**The metal 1 layer**

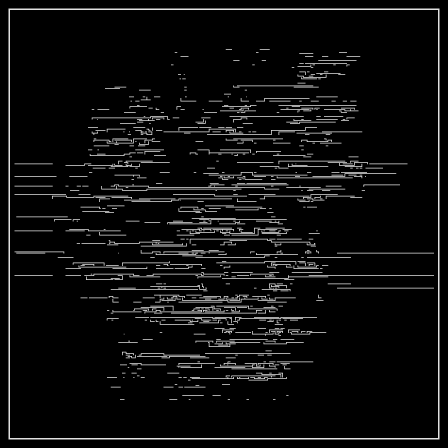
**M2 wires**

Bar = 20 µm. Cells faint in the background.
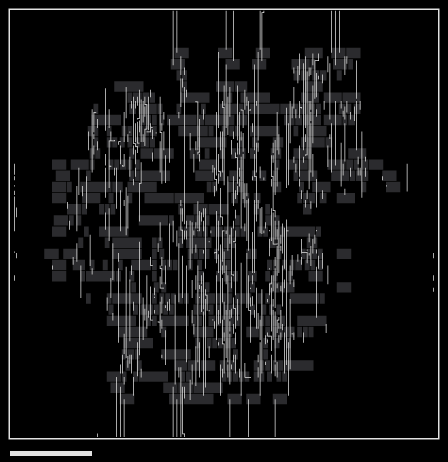
**M3 wires**

Bar = 20 µm.
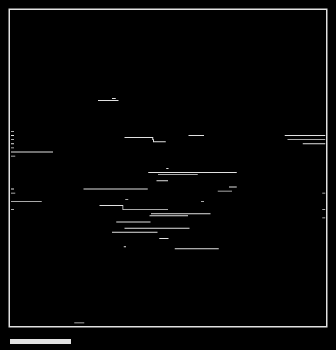
**Routing congestion**

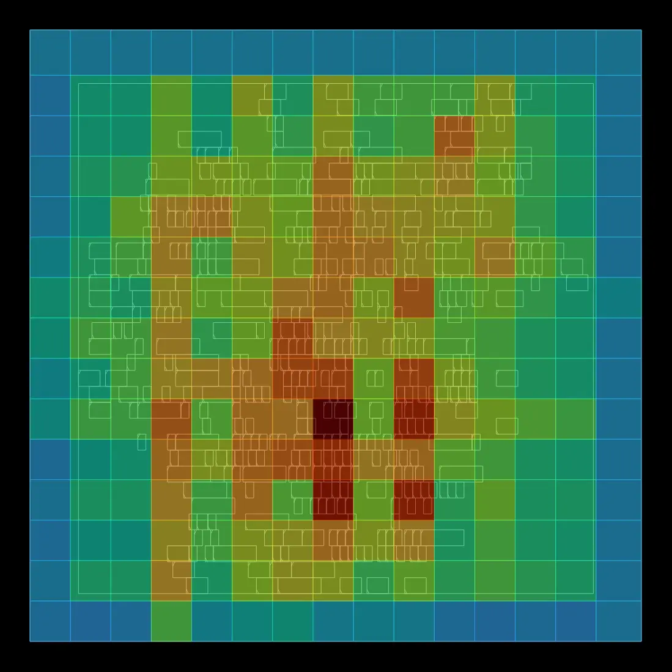
**Close-up of the layout**

Bar = 5 µm. Region (16, 68) to (36, 88) µm. Cells in gray, sequential cells in the stronger gray; small squares are vias.
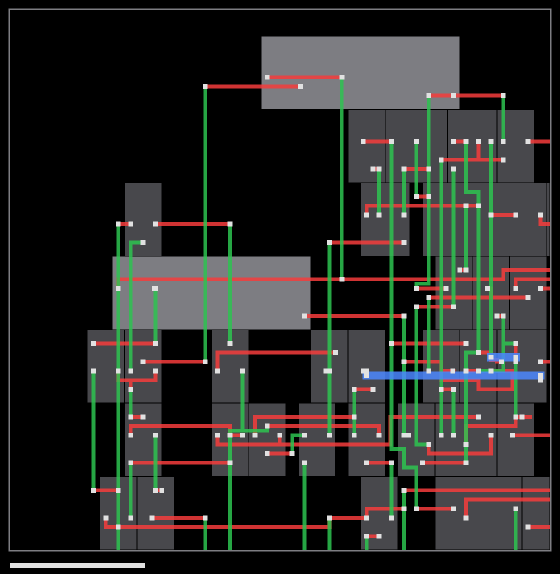
$ cat src/rtl/hazard_scoreboard_pkg.sv
// Shared codes for the D-stage hazard unit: MDU operation classes and
// forwarding-select encodings.
package hazard_scoreboard_pkg;

    typedef enum logic [1:0] {
        MDUK_NONE = 2'd0,
        MDUK_MULT = 2'd1,
        MDUK_DIV  = 2'd2,
        MDUK_ACC  = 2'd3
    } mduKind_e;

    localparam int FWD_RF = 0;
    localparam int FWD_E  = 1;
    localparam int FWD_M  = 2;
    localparam int FWD_W  = 3;

    // A Tuse of this value marks the operand as not read at all.
    localparam int TUSE_UNUSED = 3;

    function automatic logic mduStarts(input logic [1:0] kind);
        return (kind == MDUK_MULT) || (kind == MDUK_DIV);
    endfunction

endpackage

$ cat src/rtl/hazard_scoreboard_if.sv
// D-stage decode bundle into the hazard unit and its stall/forward results.
interface hazard_scoreboard_if #(
    parameter int NUM_STAGES = 3,
    parameter int TNEW_W     = 3
);
    localparam int SEL_W = $clog2(NUM_STAGES + 1);

    logic              d_valid;
    logic [4:0]        d_rs;
    logic [4:0]        d_rt;
    logic [TNEW_W-1:0] d_tuse_rs;
    logic [TNEW_W-1:0] d_tuse_rt;
    logic              d_wr_en;
    logic [4:0]        d_wr_addr;
    logic [TNEW_W-1:0] d_tnew;
    logic [1:0]        d_mdu_kind;
    logic              flush;
    logic              stall;
    logic [SEL_W-1:0]  fwd_rs_sel;
    logic [SEL_W-1:0]  fwd_rt_sel;
    logic              mdu_busy;

    modport master (
        output d_valid, d_rs, d_rt, d_tuse_rs, d_tuse_rt,
               d_wr_en, d_wr_addr, d_tnew, d_mdu_kind, flush,
        input  stall, fwd_rs_sel, fwd_rt_sel, mdu_busy
    );

    modport slave (
        input  d_valid, d_rs, d_rt, d_tuse_rs, d_tuse_rt,
               d_wr_en, d_wr_addr, d_tnew, d_mdu_kind, flush,
        output stall, fwd_rs_sel, fwd_rt_sel, mdu_busy
    );

endinterface

$ cat src/rtl/hazard_scoreboard_mdu_busy_counter.sv
// Cycle-accurate MDU occupancy: loaded when a mult/div issues, counts down to idle.
module mdu_busy_counter
    import hazard_scoreboard_pkg::*;
#(
    parameter int MULT_CYCLES = 5,
    parameter int DIV_CYCLES  = 10
) (
    input  logic       clk,
    input  logic       reset,
    input  logic       start,
    input  logic [1:0] kind,
    output logic       busy
);
    localparam int CNT_W = $clog2(DIV_CYCLES + 1);

    logic [CNT_W-1:0] countReg;
    logic [CNT_W-1:0] countNext;

    always_comb begin
        countNext = countReg;
        if (start && mduStarts(kind)) begin
            countNext = (kind == MDUK_MULT) ? CNT_W'(MULT_CYCLES) : CNT_W'(DIV_CYCLES);
        end else if (countReg != '0) begin
            countNext = countReg - CNT_W'(1);
        end
    end

    // busy is registered from the next count so it rises the cycle after issue.
    always_ff @(posedge clk) begin
        if (reset) begin
            countReg <= '0;
            busy     <= 1'b0;
        end else begin
            countReg <= countNext;
            busy     <= (countNext != '0);
        end
    end

endmodule

$ cat src/rtl/hazard_scoreboard.sv
// In-flight writer scoreboard beside the D stage: produces stall and per-operand
// forwarding selects from Tuse/Tnew, plus MDU-occupancy stalls.
module hazard_scoreboard
    import hazard_scoreboard_pkg::*;
#(
    parameter int NUM_STAGES  = 3,
    parameter int TNEW_W      = 3,
    parameter int MULT_CYCLES = 5,
    parameter int DIV_CYCLES  = 10
) (
    input logic                clk,
    input logic                reset,
    hazard_scoreboard_if.slave hz
);
    localparam int SEL_W = $clog2(NUM_STAGES + 1);

    logic              entryValidReg [NUM_STAGES];
    logic [4:0]        entryAddrReg  [NUM_STAGES];
    logic [TNEW_W-1:0] entryTnewReg  [NUM_STAGES];

    logic [NUM_STAGES-1:0] rsHit;
    logic [NUM_STAGES-1:0] rtHit;
    logic [NUM_STAGES-1:0] rsTake;
    logic [NUM_STAGES-1:0] rtTake;
    logic [NUM_STAGES-1:0] rsStallTerm;
    logic [NUM_STAGES-1:0] rtStallTerm;
    logic [SEL_W-1:0]      rsSelTerm [NUM_STAGES];
    logic [SEL_W-1:0]      rtSelTerm [NUM_STAGES];

    logic             mduBusy;
    logic             mduStall;
    logic             stallInt;
    logic             accept;
    logic             loadEntry0;
    logic [SEL_W-1:0] rsSel;
    logic [SEL_W-1:0] rtSel;

    genvar gi;

    // Youngest-match search: an entry wins only if no lower-index entry also hits.
    generate
        for (gi = 0; gi < NUM_STAGES; gi++) begin : gMatch
            localparam logic [NUM_STAGES-1:0] YOUNGER = NUM_STAGES'((1 << gi) - 1);

            assign rsHit[gi] = entryValidReg[gi] && (entryAddrReg[gi] == hz.d_rs) && (hz.d_rs != 5'd0);
            assign rtHit[gi] = entryValidReg[gi] && (entryAddrReg[gi] == hz.d_rt) && (hz.d_rt != 5'd0);

            assign rsTake[gi] = rsHit[gi] && !(|(rsHit & YOUNGER));
            assign rtTake[gi] = rtHit[gi] && !(|(rtHit & YOUNGER));

            assign rsStallTerm[gi] = rsTake[gi] && (entryTnewReg[gi] > hz.d_tuse_rs);
            assign rtStallTerm[gi] = rtTake[gi] && (entryTnewReg[gi] > hz.d_tuse_rt);

            assign rsSelTerm[gi] = (rsTake[gi] && (entryTnewReg[gi] == '0)) ? SEL_W'(gi + 1) : '0;
            assign rtSelTerm[gi] = (rtTake[gi] && (entryTnewReg[gi] == '0)) ? SEL_W'(gi + 1) : '0;
        end
    endgenerate

    // At most one term per operand is nonzero, so OR-reduction selects it.
    always_comb begin
        rsSel = '0;
        rtSel = '0;
        for (int i = 0; i < NUM_STAGES; i++) begin
            rsSel = rsSel | rsSelTerm[i];
            rtSel = rtSel | rtSelTerm[i];
        end
    end

    assign mduStall   = (hz.d_mdu_kind != MDUK_NONE) && mduBusy;
    assign stallInt   = (|rsStallTerm || |rtStallTerm || mduStall) && hz.d_valid;
    assign accept     = hz.d_valid && !stallInt;
    assign loadEntry0 = accept && hz.d_wr_en && (hz.d_wr_addr != 5'd0);

    // Shift array: a stall drops a bubble into entry 0 while older entries advance.
    generate
        for (gi = 0; gi < NUM_STAGES; gi++) begin : gStage
            if (gi == 0) begin : gHead
                always_ff @(posedge clk) begin
                    if (reset) begin
                        entryValidReg[gi] <= 1'b0;
                        entryAddrReg[gi]  <= '0;
                        entryTnewReg[gi]  <= '0;
                    end else begin
                        entryValidReg[gi] <= loadEntry0 && !hz.flush;
                        entryAddrReg[gi]  <= hz.d_wr_addr;
                        entryTnewReg[gi]  <= hz.d_tnew;
                    end
                end
            end else begin : gBody
                always_ff @(posedge clk) begin
                    if (reset) begin
                        entryValidReg[gi] <= 1'b0;
                        entryAddrReg[gi]  <= '0;
                        entryTnewReg[gi]  <= '0;
                    end else begin
                        entryValidReg[gi] <= entryValidReg[gi-1] && !hz.flush;
                        entryAddrReg[gi]  <= entryAddrReg[gi-1];
                        entryTnewReg[gi]  <= (entryTnewReg[gi-1] == '0) ? '0
                                             : entryTnewReg[gi-1] - TNEW_W'(1);
                    end
                end
            end
        end
    endgenerate

    // The MDU operation is committed at issue, so flush does not gate start.
    mdu_busy_counter #(
        .MULT_CYCLES (MULT_CYCLES),
        .DIV_CYCLES  (DIV_CYCLES)
    ) u_mdu_busy_counter (
        .clk   (clk),
        .reset (reset),
        .start (accept),
        .kind  (hz.d_mdu_kind),
        .busy  (mduBusy)
    );

    assign hz.stall      = stallInt;
    assign hz.fwd_rs_sel = rsSel;
    assign hz.fwd_rt_sel = rtSel;
    assign hz.mdu_busy   = mduBusy;

endmodule

$ cat src/flat_wrapper.sv
// flat-port wrapper written by rule: the top's interface ports become plain ports
module hazard_scoreboard_flat import hazard_scoreboard_pkg::*;
#(
    parameter int NUM_STAGES  = 3,
    parameter int TNEW_W      = 3,
    parameter int MULT_CYCLES = 5,
    parameter int DIV_CYCLES  = 10
)
  (clk, reset, hz_d_valid, hz_d_rs, hz_d_rt, hz_d_tuse_rs, hz_d_tuse_rt, hz_d_wr_en, hz_d_wr_addr, hz_d_tnew, hz_d_mdu_kind, hz_flush, hz_stall, hz_fwd_rs_sel, hz_fwd_rt_sel, hz_mdu_busy);
  hazard_scoreboard_if #(.NUM_STAGES(NUM_STAGES), .TNEW_W(TNEW_W)) hz_i ();
  input logic clk;
  input logic reset;
  input wire logic [$bits(hz_i.d_valid)-1:0] hz_d_valid;
  input wire logic [$bits(hz_i.d_rs)-1:0] hz_d_rs;
  input wire logic [$bits(hz_i.d_rt)-1:0] hz_d_rt;
  input wire logic [$bits(hz_i.d_tuse_rs)-1:0] hz_d_tuse_rs;
  input wire logic [$bits(hz_i.d_tuse_rt)-1:0] hz_d_tuse_rt;
  input wire logic [$bits(hz_i.d_wr_en)-1:0] hz_d_wr_en;
  input wire logic [$bits(hz_i.d_wr_addr)-1:0] hz_d_wr_addr;
  input wire logic [$bits(hz_i.d_tnew)-1:0] hz_d_tnew;
  input wire logic [$bits(hz_i.d_mdu_kind)-1:0] hz_d_mdu_kind;
  input wire logic [$bits(hz_i.flush)-1:0] hz_flush;
  output wire logic [$bits(hz_i.stall)-1:0] hz_stall;
  output wire logic [$bits(hz_i.fwd_rs_sel)-1:0] hz_fwd_rs_sel;
  output wire logic [$bits(hz_i.fwd_rt_sel)-1:0] hz_fwd_rt_sel;
  output wire logic [$bits(hz_i.mdu_busy)-1:0] hz_mdu_busy;
  assign hz_i.d_valid = hz_d_valid;
  assign hz_i.d_rs = hz_d_rs;
  assign hz_i.d_rt = hz_d_rt;
  assign hz_i.d_tuse_rs = hz_d_tuse_rs;
  assign hz_i.d_tuse_rt = hz_d_tuse_rt;
  assign hz_i.d_wr_en = hz_d_wr_en;
  assign hz_i.d_wr_addr = hz_d_wr_addr;
  assign hz_i.d_tnew = hz_d_tnew;
  assign hz_i.d_mdu_kind = hz_d_mdu_kind;
  assign hz_i.flush = hz_flush;
  assign hz_stall = hz_i.stall;
  assign hz_fwd_rs_sel = hz_i.fwd_rs_sel;
  assign hz_fwd_rt_sel = hz_i.fwd_rt_sel;
  assign hz_mdu_busy = hz_i.mdu_busy;
  hazard_scoreboard #(.NUM_STAGES(NUM_STAGES), .TNEW_W(TNEW_W), .MULT_CYCLES(MULT_CYCLES), .DIV_CYCLES(DIV_CYCLES)) u_core (.clk(clk), .reset(reset), .hz(hz_i));
endmodule
$ cat config.mk
export PLATFORM = sky130hd
export DESIGN_NAME = hazard_scoreboard_flat
export DESIGN_NICKNAME = d
export VERILOG_FILES = /design/src/rtl/hazard_scoreboard_pkg.sv /design/src/rtl/hazard_scoreboard_if.sv /design/src/rtl/hazard_scoreboard_mdu_busy_counter.sv /design/src/rtl/hazard_scoreboard.sv /design/src/flat_wrapper.sv
export SDC_FILE = /design/constraint.sdc
export NUM_CORES = 1
export LEC_CHECK = 0
export ABC_AREA = 1
export CORE_MARGIN = 8
export CORE_UTILIZATION = 30
export DETAILED_ROUTE_END_ITERATION = 6
export GPL_TIMING_DRIVEN = 0
export PLACE_DENSITY = 0.56
export SLEW_MARGIN = 10
export SYNTH_ARGS = -nofsm -noshare
export SYNTH_HDL_FRONTEND = slang
export SYNTH_SLANG_ARGS = --single-unit
$ cat constraint.sdc
create_clock -name clk -period 4.7 [get_ports clk]
set_input_delay 0.94 -clock clk [delete_from_list [all_inputs] [get_ports clk]]
set_output_delay 0.94 -clock clk [all_outputs]
set_load 0.02 [all_outputs]
==> run summary <==
Implementation results are summarized by area below.

Run status
The run finished with clean final reports.

Logic synthesis
The chip area line of the yosys report is approximately 0.0023 mm². The basic-gate share of the synthesized area counting and, or, nand and nor cells is around 40%. The summed instance area of the synthesized netlist is 0.00234 mm².

The number of synthesized register bits is 32. The cell-mix breakdown from Yosys lists the compound-gate area share as under 10%. The largest family of logic cells by area is simple AND/OR/NAND/NOR gates.

Timing
The setup total negative slack is 0 ns. The number of pins exceeding their max-slew limit in the final report is 0. The setup skew after layout is 0.00800 ns. Setup repair after global routing left no endpoint under its margin. The final hold violation count recorded for this run is 0. Across all setup checks in the final design, the least slack found is 0.371 ns.

The transition time recorded at the tightest slew-check pin is around 0.57 ns. The smallest hold slack is between 0.4 and 0.5 ns.

Power and ir drop
The combinational share of power is 35.7%. Sequential power for this build is about 0.00033 W. In this run switching power makes up around a third of total power. The maximum ir drop on the vdd rail is around 130 µV.

Looking at the power breakdown, the clock network takes roughly a quarter of the total. In this run, flip-flops and latches consume a little under two fifths of the power.

Critical path
According to the timing report, the critical path is launched from hz_d_tuse_rt[2]. The number of cells on the critical path is 12. The type of element capturing the critical path is a primary output. The worst setup path is of the input pin to primary output kind.

The startpoint type of the worst setup path is an input pin. Counting cells, the worst reg-to-reg path comes to 10. The largest individual stage delay along the critical path comes from the cell sky130_fd_sc_hd__clkdlybuf4s50_1. The cell type group with the largest total delay on the critical path is buffers and inverters.

Floorplanning
The die is 104 µm tall. Row generation in the floorplan step produced 32 rows. Tap insertion was completed with 102 tapcells.

Hold path
The path category of the worst min-delay check is flop to flop. For hold timing, the worst endpoint is u_core.entryTnewReg[1][0].

Placement
The weighted congestion at the end of routability-driven global placement is around 0.86. Port buffering added 36 buffers.

Clocking
The number of H-tree levels is 2. The clock transition time at the flip-flop clock pins of the worst setup and hold paths is roughly 0.07 ns. The number of cells upsized or downsized after cts is 0.

Layout
The register with the most flip-flops in the layout has 15 of them. Leaving out fill and tap cells, the most frequent cells in the layout are 118 x sky130_fd_sc_hd__nand2_1, 68 x sky130_fd_sc_hd__nor2_1, 64 x sky130_fd_sc_hd__inv_1. Between the synthesized netlist and the finished layout, the area growth was recorded as 24.7%. The combinational gate count is approximately 280. The number of sequential cells is 32. The multi-input gate area in the final layout is ~0.0014 mm². The most common cell after layout, fill and taps aside is sky130_fd_sc_hd__nand2_1. The register containing the most flip-flops in the final layout is u_core.entryAddrReg. The repair_antennas step left the layout with diodes totalling 0.

Sequential cells make up around 22% of the cell area. The total number of nets in the final design is between 400 and 500.

Routing
TritonRoute output was used to compute an average wire per cell of 11.5 µm. For this block, the initial DRC count from the detailed router was ~140.

Flow run
The total tool warning count is 28.

GRT
Global routing finished with a remaining overflow of 0. Entering global routing, the biggest net connects 11 pins.
## Picture notes: 'the metal 1 layer'
main direction = horizontal
nets with wire on the layer = 452
longest straight run = 30.4 µm
wire length on this layer = 2,910 µm
number of vias after detailed routing: 2,320
met1 track demand over resource in global routing: 14.4%
total length of routed wires: 6.08 mm

## Picture notes: 'M2 wires'
longest straight run = 35.4 µm
main direction = vertical
wire length on this layer = 2,790 µm
share of all routed wire = 46%

## Picture notes: 'M3 wires'
share of all routed wire = 4.8%
nets with wire on the layer = 33
main direction = horizontal

## Picture notes: 'routing congestion'
routing usage on met2: 17.8%
met3 Resource Use GR: 1.92%
overall global routing resource usage: 11.3%

## Picture notes: 'close-up of the layout'
green -> M2
red -> M1
blue -> M3
most frequent = inv_1 (8), nor2_1 (8), nand2_1 (7)
netlist names of flops here include = u_core.u_mdu_busy_counter.countReg (2)
cells with their middle in the window = 32
sequential cells in the window = 2

-- synth_stat cells --
master	count	area, µm²
sky130_fd_sc_hd__nor2_1	68	255
sky130_fd_sc_hd__clkinv_1	1	3.75
sky130_fd_sc_hd__ha_1	25	313
sky130_fd_sc_hd__a21boi_0	1	7.51
sky130_fd_sc_hd__clkbuf_1	2	7.51
sky130_fd_sc_hd__inv_1	64	240
sky130_fd_sc_hd__a31oi_1	1	6.26
sky130_fd_sc_hd__dfxtp_1	32	641
sky130_fd_sc_hd__inv_2	6	22.5
sky130_fd_sc_hd__or2_2	3	18.8
sky130_fd_sc_hd__nor2_2	6	37.5
sky130_fd_sc_hd__nand4_1	3	18.8
sky130_fd_sc_hd__nand2_2	1	6.26
sky130_fd_sc_hd__a22oi_1	1	7.51
sky130_fd_sc_hd__nand4_4	1	21.3
sky130_fd_sc_hd__nand3_1	20	100
sky130_fd_sc_hd__and2_0	1	6.26
sky130_fd_sc_hd__xor2_1	1	8.76
sky130_fd_sc_hd__and2_2	1	7.51
sky130_fd_sc_hd__o21ai_0	11	55.1
sky130_fd_sc_hd__a21oi_1	11	55.1
sky130_fd_sc_hd__o311ai_0	1	8.76
sky130_fd_sc_hd__or4_1	2	15.0
sky130_fd_sc_hd__xnor2_1	4	35.0
sky130_fd_sc_hd__nand2_1	118	443
-- metal layers --
| layer | track usage, % | vias to the layer above | wire length, µm | share of wire (%) |
|---|---|---|---|---|
| li1 | - | 1256 | - | - |
| met1 | 14.4 | 994 | 2910 | 48 |
| met2 | 17.8 | 59 | 2790 | 46 |
| met3 | 1.92 | 11 | 288 | 4.7 |
| met4 | 5.58 | 0 | 101 | 1.7 |
| met5 | 0 | - | 0 | 0 |
Power is estimated from default activity; no workload was simulated.
